## src/rtl/dm_pkg.sv

```systemverilog
// Debug Module Interface request/response types and encodings shared by DMI agents.
package dm;

    localparam logic [1:0] DTM_NOP   = 2'd0;
    localparam logic [1:0] DTM_READ  = 2'd1;
    localparam logic [1:0] DTM_WRITE = 2'd2;

    localparam logic [1:0] DTM_SUCCESS = 2'd0;
    localparam logic [1:0] DTM_ERR     = 2'd2;
    localparam logic [1:0] DTM_BUSY    = 2'd3;

    typedef struct packed {
        logic [6:0]  addr;
        logic [1:0]  op;
        logic [31:0] data;
    } dmi_req_t;

    typedef struct packed {
        logic [31:0] data;
        logic [1:0]  resp;
    } dmi_resp_t;

endpackage

```

## src/rtl/uart_pkg.sv

```systemverilog
// Local FSM state encoding and timeout counter sizing for the DMI target.
package uart_pkg;

    typedef enum logic [1:0] {
        IDLE   = 2'd0,
        ACCESS = 2'd1,
        RESP   = 2'd2
    } state_e;

    function automatic int cnt_width(input int n);
        return (n < 1) ? 1 : $clog2(n + 1);
    endfunction

endpackage

```

## src/rtl/dmi_target.sv

```systemverilog
// DMI target: accepts one DMI request, performs a register-bus access with
// timeout, and holds the response until the initiator takes it.
module dmi_target
    import dm::*;
    import uart_pkg::*;
#(
    parameter int TIMEOUT_CYCLES = 255
) (
    input  logic        CLK_I,
    input  logic        RST_I,
    input  logic        CLEAR_I,
    input  logic        DMI_REQ_VALID_I,
    output logic        DMI_REQ_READY_O,
    input  dmi_req_t    DMI_REQ_I,
    output logic        DMI_RESP_VALID_O,
    input  logic        DMI_RESP_READY_I,
    output dmi_resp_t   DMI_RESP_O,
    output logic        REG_REQ_O,
    output logic        REG_WE_O,
    output logic [6:0]  REG_ADDR_O,
    output logic [31:0] REG_WDATA_O,
    input  logic [31:0] REG_RDATA_I,
    input  logic        REG_ACK_I,
    input  logic        REG_ERR_I
);

    localparam int CW = cnt_width(TIMEOUT_CYCLES);
    // Expiry cycle is the last one before the counter would reach the limit,
    // so exactly TIMEOUT_CYCLES cycles are spent in ACCESS.
    localparam logic [CW-1:0] CNT_LAST = CW'(TIMEOUT_CYCLES - 1);
    localparam logic [CW-1:0] CNT_MAX  = CW'(TIMEOUT_CYCLES);

    state_e          state_q, state_d;
    dmi_req_t        req_q, req_d;
    dmi_resp_t       resp_q, resp_d;
    logic [CW-1:0]   cnt_q, cnt_d;

    always_ff @(posedge CLK_I or posedge RST_I) begin
        if (RST_I) begin
            state_q <= IDLE;
            req_q   <= '0;
            resp_q  <= '0;
            cnt_q   <= '0;
        end else begin
            state_q <= state_d;
            req_q   <= req_d;
            resp_q  <= resp_d;
            cnt_q   <= cnt_d;
        end
    end

    always_comb begin
        state_d = state_q;
        req_d   = req_q;
        resp_d  = resp_q;
        cnt_d   = cnt_q;
        unique case (state_q)
            IDLE: begin
                if (DMI_REQ_VALID_I) begin
                    req_d = DMI_REQ_I;
                    if (DMI_REQ_I.op == DTM_READ || DMI_REQ_I.op == DTM_WRITE) begin
                        state_d = ACCESS;
                        cnt_d   = '0;
                    end else begin
                        state_d     = RESP;
                        resp_d.data = 32'h0;
                        resp_d.resp = (DMI_REQ_I.op == DTM_NOP) ? DTM_SUCCESS : DTM_ERR;
                    end
                end
            end
            ACCESS: begin
                if (REG_ERR_I) begin
                    state_d     = RESP;
                    resp_d.data = 32'h0;
                    resp_d.resp = DTM_ERR;
                end else if (REG_ACK_I) begin
                    state_d     = RESP;
                    resp_d.data = (req_q.op == DTM_READ) ? REG_RDATA_I : 32'h0;
                    resp_d.resp = DTM_SUCCESS;
                end else if (cnt_q == CNT_LAST) begin
                    state_d     = RESP;
                    resp_d.data = 32'h0;
                    resp_d.resp = DTM_BUSY;
                end else if (cnt_q != CNT_MAX) begin
                    cnt_d = cnt_q + CW'(1);
                end
            end
            RESP: begin
                if (DMI_RESP_READY_I) state_d = IDLE;
            end
            default: state_d = IDLE;
        endcase
        if (CLEAR_I) begin
            state_d = IDLE;
            resp_d  = '0;
        end
    end

    // Ready is masked during clear so an offered request is never silently dropped.
    assign DMI_REQ_READY_O  = (state_q == IDLE) && !RST_I && !CLEAR_I;
    assign DMI_RESP_VALID_O = (state_q == RESP);
    assign DMI_RESP_O       = resp_q;
    assign REG_REQ_O        = (state_q == ACCESS);
    assign REG_WE_O         = (state_q == ACCESS) && (req_q.op == DTM_WRITE);
    assign REG_ADDR_O       = req_q.addr;
    assign REG_WDATA_O      = req_q.data;

endmodule
```

## config.mk

```make
export PLATFORM = sky130hd
export DESIGN_NAME = dmi_target
export DESIGN_NICKNAME = d
export VERILOG_FILES = /design/src/rtl/dm_pkg.sv /design/src/rtl/uart_pkg.sv /design/src/rtl/dmi_target.sv
export SDC_FILE = /design/constraint.sdc
export NUM_CORES = 1
export LEC_CHECK = 0
export ABC_AREA = 1
export CORE_ASPECT_RATIO = 0.8
export CORE_MARGIN = 3
export CORE_UTILIZATION = 38
export DETAILED_ROUTE_END_ITERATION = 7
export PLACE_DENSITY_LB_ADDON = 0.12
export SYNTH_ARGS = -nofsm -noshare
export SYNTH_HDL_FRONTEND = slang
export SYNTH_SLANG_ARGS = --single-unit
export TNS_END_PERCENT = 20
```

## constraint.sdc

```tcl
create_clock -name CLK_I -period 8.46 [get_ports CLK_I]
set_input_delay 1.692 -clock CLK_I [delete_from_list [all_inputs] [get_ports CLK_I]]
set_output_delay 1.692 -clock CLK_I [all_outputs]
set_load 0.1 [all_outputs]
```

==> images/final_congestion.png <==
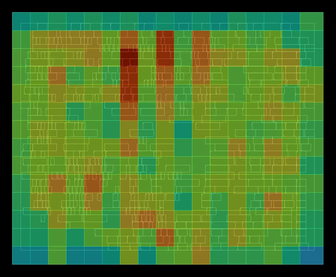
global routing usage on met3: 0.0549
Finished Core Util: 0.573
most used routing layer: met2
GR Util All Layers: 0.153
met1 track utilization from global routing: 0.197

==> images/wire_density.png <==
(3 px per um) 24 x 19 tiles, from white (low) to dark blue (high), scaled to the fullest tile. Values are wire area over tile area, all layers added.
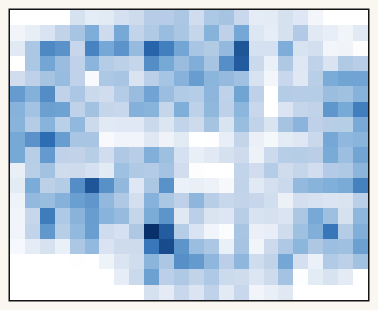
emptiest ninth of the die: bottom left
nearly empty tiles: 10%
tiles over half the peak: 13%
densest ninth of the die: top middle
mean over tiles: 0.12
fullest tile: 0.43
mean routed wirelength per cell: 13.5 um
sum of routed wire length over all layers: 8860 um
number of vias in the routed layout: 2924

==> images/clock_map.png <==
(3 px per um)
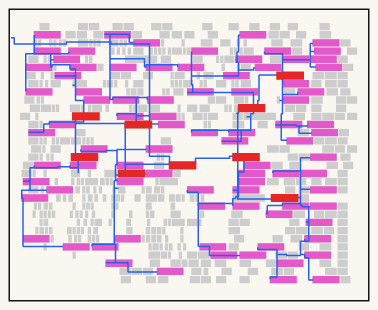
[red] cells driving clock nets | count: 9
[blue] clock wires | length: 1030 um
[magenta] flip-flops | count: 85
routed clock nets: 10
flops lie: spread over the die
clock latency of the later-clocked register in the worst-skew pair: 0.32 ns
Clk power: 0.451 mW
worst-case clock skew: 0.00572 ns

==> images/gate_families.png <==
(4 px per um)
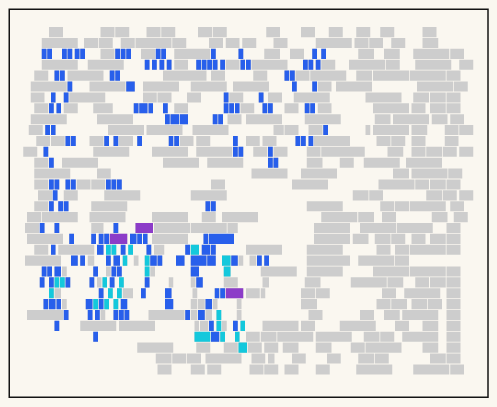
| color | family | cells |
|---|---|---|
| blue | NAND gates | 166 |
| cyan | NOR gates | 26 |
| purple | adder and majority cells | 3 |
share of cell area taken by multi-input logic gates: 0.237
Layout Cells excl Fill: 657

==> impl.org <==
#+TITLE: Synthesis and PnR summary

** Routing
- Met1 wire length :: 3960 um
- Summed over all nets, wire length on met2 after detailed routing comes to 4210 um.
- Top metal layer carrying routed signals :: met4
- For this run, the detailed router reports a per-instance via density of 4.45.
- Met3 Wirelength :: 627 um
- Number of iterations in the first detailed-routing pass :: 4
- After the first detailed-routing iteration, the DRC count stood at 168.

** Place
- The HPWL after detailed placement is 6360 um.
- Buffers placed on the I/O ports in this run total 156.
- Area after DPL :: 5270 um2

** Synthesis
- Cell area after synthesis :: 3900 um2
- The number of cells reported by Yosys stat comes to 396.
- Number of synthesized register bits :: 85
- Number of synthesized flops with an enable pin :: 0
- Count of different cell masters after synthesis :: 23
- Yosys warning count :: 0
- Syn avg cell area :: 9.86 um2
- Of the post-synthesis cell area, the dominant cell type holds 0.545.
- Of the total synthesized cell area, the portion taken by AND, OR, NAND and NOR gates is 0.207.
- In this run, the synthesized area fraction spent on xor and xnor cells is recorded as 0.
- AO/OA Area Share :: 0.0122
- Sorting the synthesized cells by area gives the leading types as sky130_fd_sc_hd__dfrtp_1 54%, sky130_fd_sc_hd__nand2_1 13%, sky130_fd_sc_hd__mux2_2 11%, sky130_fd_sc_hd__buf_4 8.3%, sky130_fd_sc_hd__nor2_1 2.0%.
- Post-synth seq share :: 0.545
- Post-synthesis async set-or-reset flop share :: 1.00
- The commonest cells after synthesis are 140 x sky130_fd_sc_hd__nand2_1, 85 x sky130_fd_sc_hd__dfrtp_1, 43 x sky130_fd_sc_hd__buf_4.

** Finish
- Commonest cells after routing, fill and taps aside :: 156 x sky130_fd_sc_hd__clkdlybuf4s50_1, 140 x sky130_fd_sc_hd__nand2_1, 85 x sky130_fd_sc_hd__dfrtp_1, 39 x sky130_fd_sc_hd__mux2_2, 21 x sky130_fd_sc_hd__nor2_1
- The plain and repair buffers instantiated in the layout total 158.
- Number of diodes :: 0
- Fraction of layout instances using a drive strength above 1 :: 0.138
- Clock tree buffer count of the final layout :: 11
- Fill cell instance count of the final layout :: 875
- Per the area breakdown, the dominant cell category is sequential cells.
- # nets final :: 599

** Timing
- Per the final report, max-transition violations number 0.
- Setup repair after global routing missed its margin :: no
- Least setup slack across all paths after layout :: 3.12 ns

** Hold path
- Type of the most critical hold path :: flop to flop

** Critical path
- STA classifies the critical path startpoint as a primary input.
- Logic depth along the worst register-to-register path is recorded as 6.
- Crit-path cells :: clkdlybuf4s50_1, nor4_1, clkdlybuf4s50_1
- Slowest library cell on the worst path :: sky130_fd_sc_hd__clkdlybuf4s50_1
- Category of the most critical setup path :: primary input to primary output
- Critical path's most frequent cell :: sky130_fd_sc_hd__clkdlybuf4s50_1
- Slowest Stage Delay on Critical Path :: 1.19 ns

** Floorplan
- According to the floorplan report, the die height is 96.7 um.
- Initial core utilization :: 0.398
- Row generation in the floorplan step produced 32 rows.
- I/O Pins :: 157
- Tap insertion was completed with 136 tapcells.

** Pwr
- Summed over all cells, the static leakage comes to 2.60 nW.
- Clock network fraction of total power :: 0.271
- The power report lists the sequential group at 0.498 mW.
- In the power breakdown, the internal column shows 0.949 mW.
- The power report attributes to the sequential group a share of 0.299.
- In the power breakdown, the biggest contributor is combinational cells.
- Overall power :: 1.67 mW

** Clock tree
- Cts bufs inserted :: 9
- The longest clock path from root to sink contains 2 buffers.
- CTS saw 85 sinks.
- After clock tree synthesis, the repair step resized 0 gates.
- Master cell of the clock root buffer :: sky130_fd_sc_hd__clkbuf_16
- Count of H-tree levels built during CTS :: 3
- On the reported timing paths, the clock transition at the registers reads 0.06 ns.
- In this run the post-CTS setup repair buffer count came out at 0.

** Global routing
- In the global route stage, met2 resource usage came out at 0.247.
- Grt total ovfl :: 0
- The via count of the first global-routing pass was 2806.
- The first global-routing pass estimated 14200 um of wire.

** Outcome
- The run finished with clean final reports.

** Flow run
- Tool warnings :: 27
## state kept, by name, summed over array words and instances (netlist names)
signal	cells
DMI_RESP_O	34
REG_WDATA_O	32
cnt_q	8
REG_ADDR_O	7
req_q	2
state_q	2
## worst max-delay path: cells and delay by family
kind	cells	cell delay, ns
buffers and inverters	2	1.69
AND/OR/NAND/NOR	1	0.27
## per-stage QoR
| step | cells | utilization |
|---|---|---|
| 2_1_floorplan | 396 | - |
| 3_3_place_gp | 641 | 0.538 |
| 3_5_place_dp | 641 | 0.538 |
| 4_1_cts | 657 | 0.573 |
| 5_1_grt | 657 | 0.573 |
| 6_report | 657 | 0.573 |
Power is estimated from default activity; no workload was simulated.
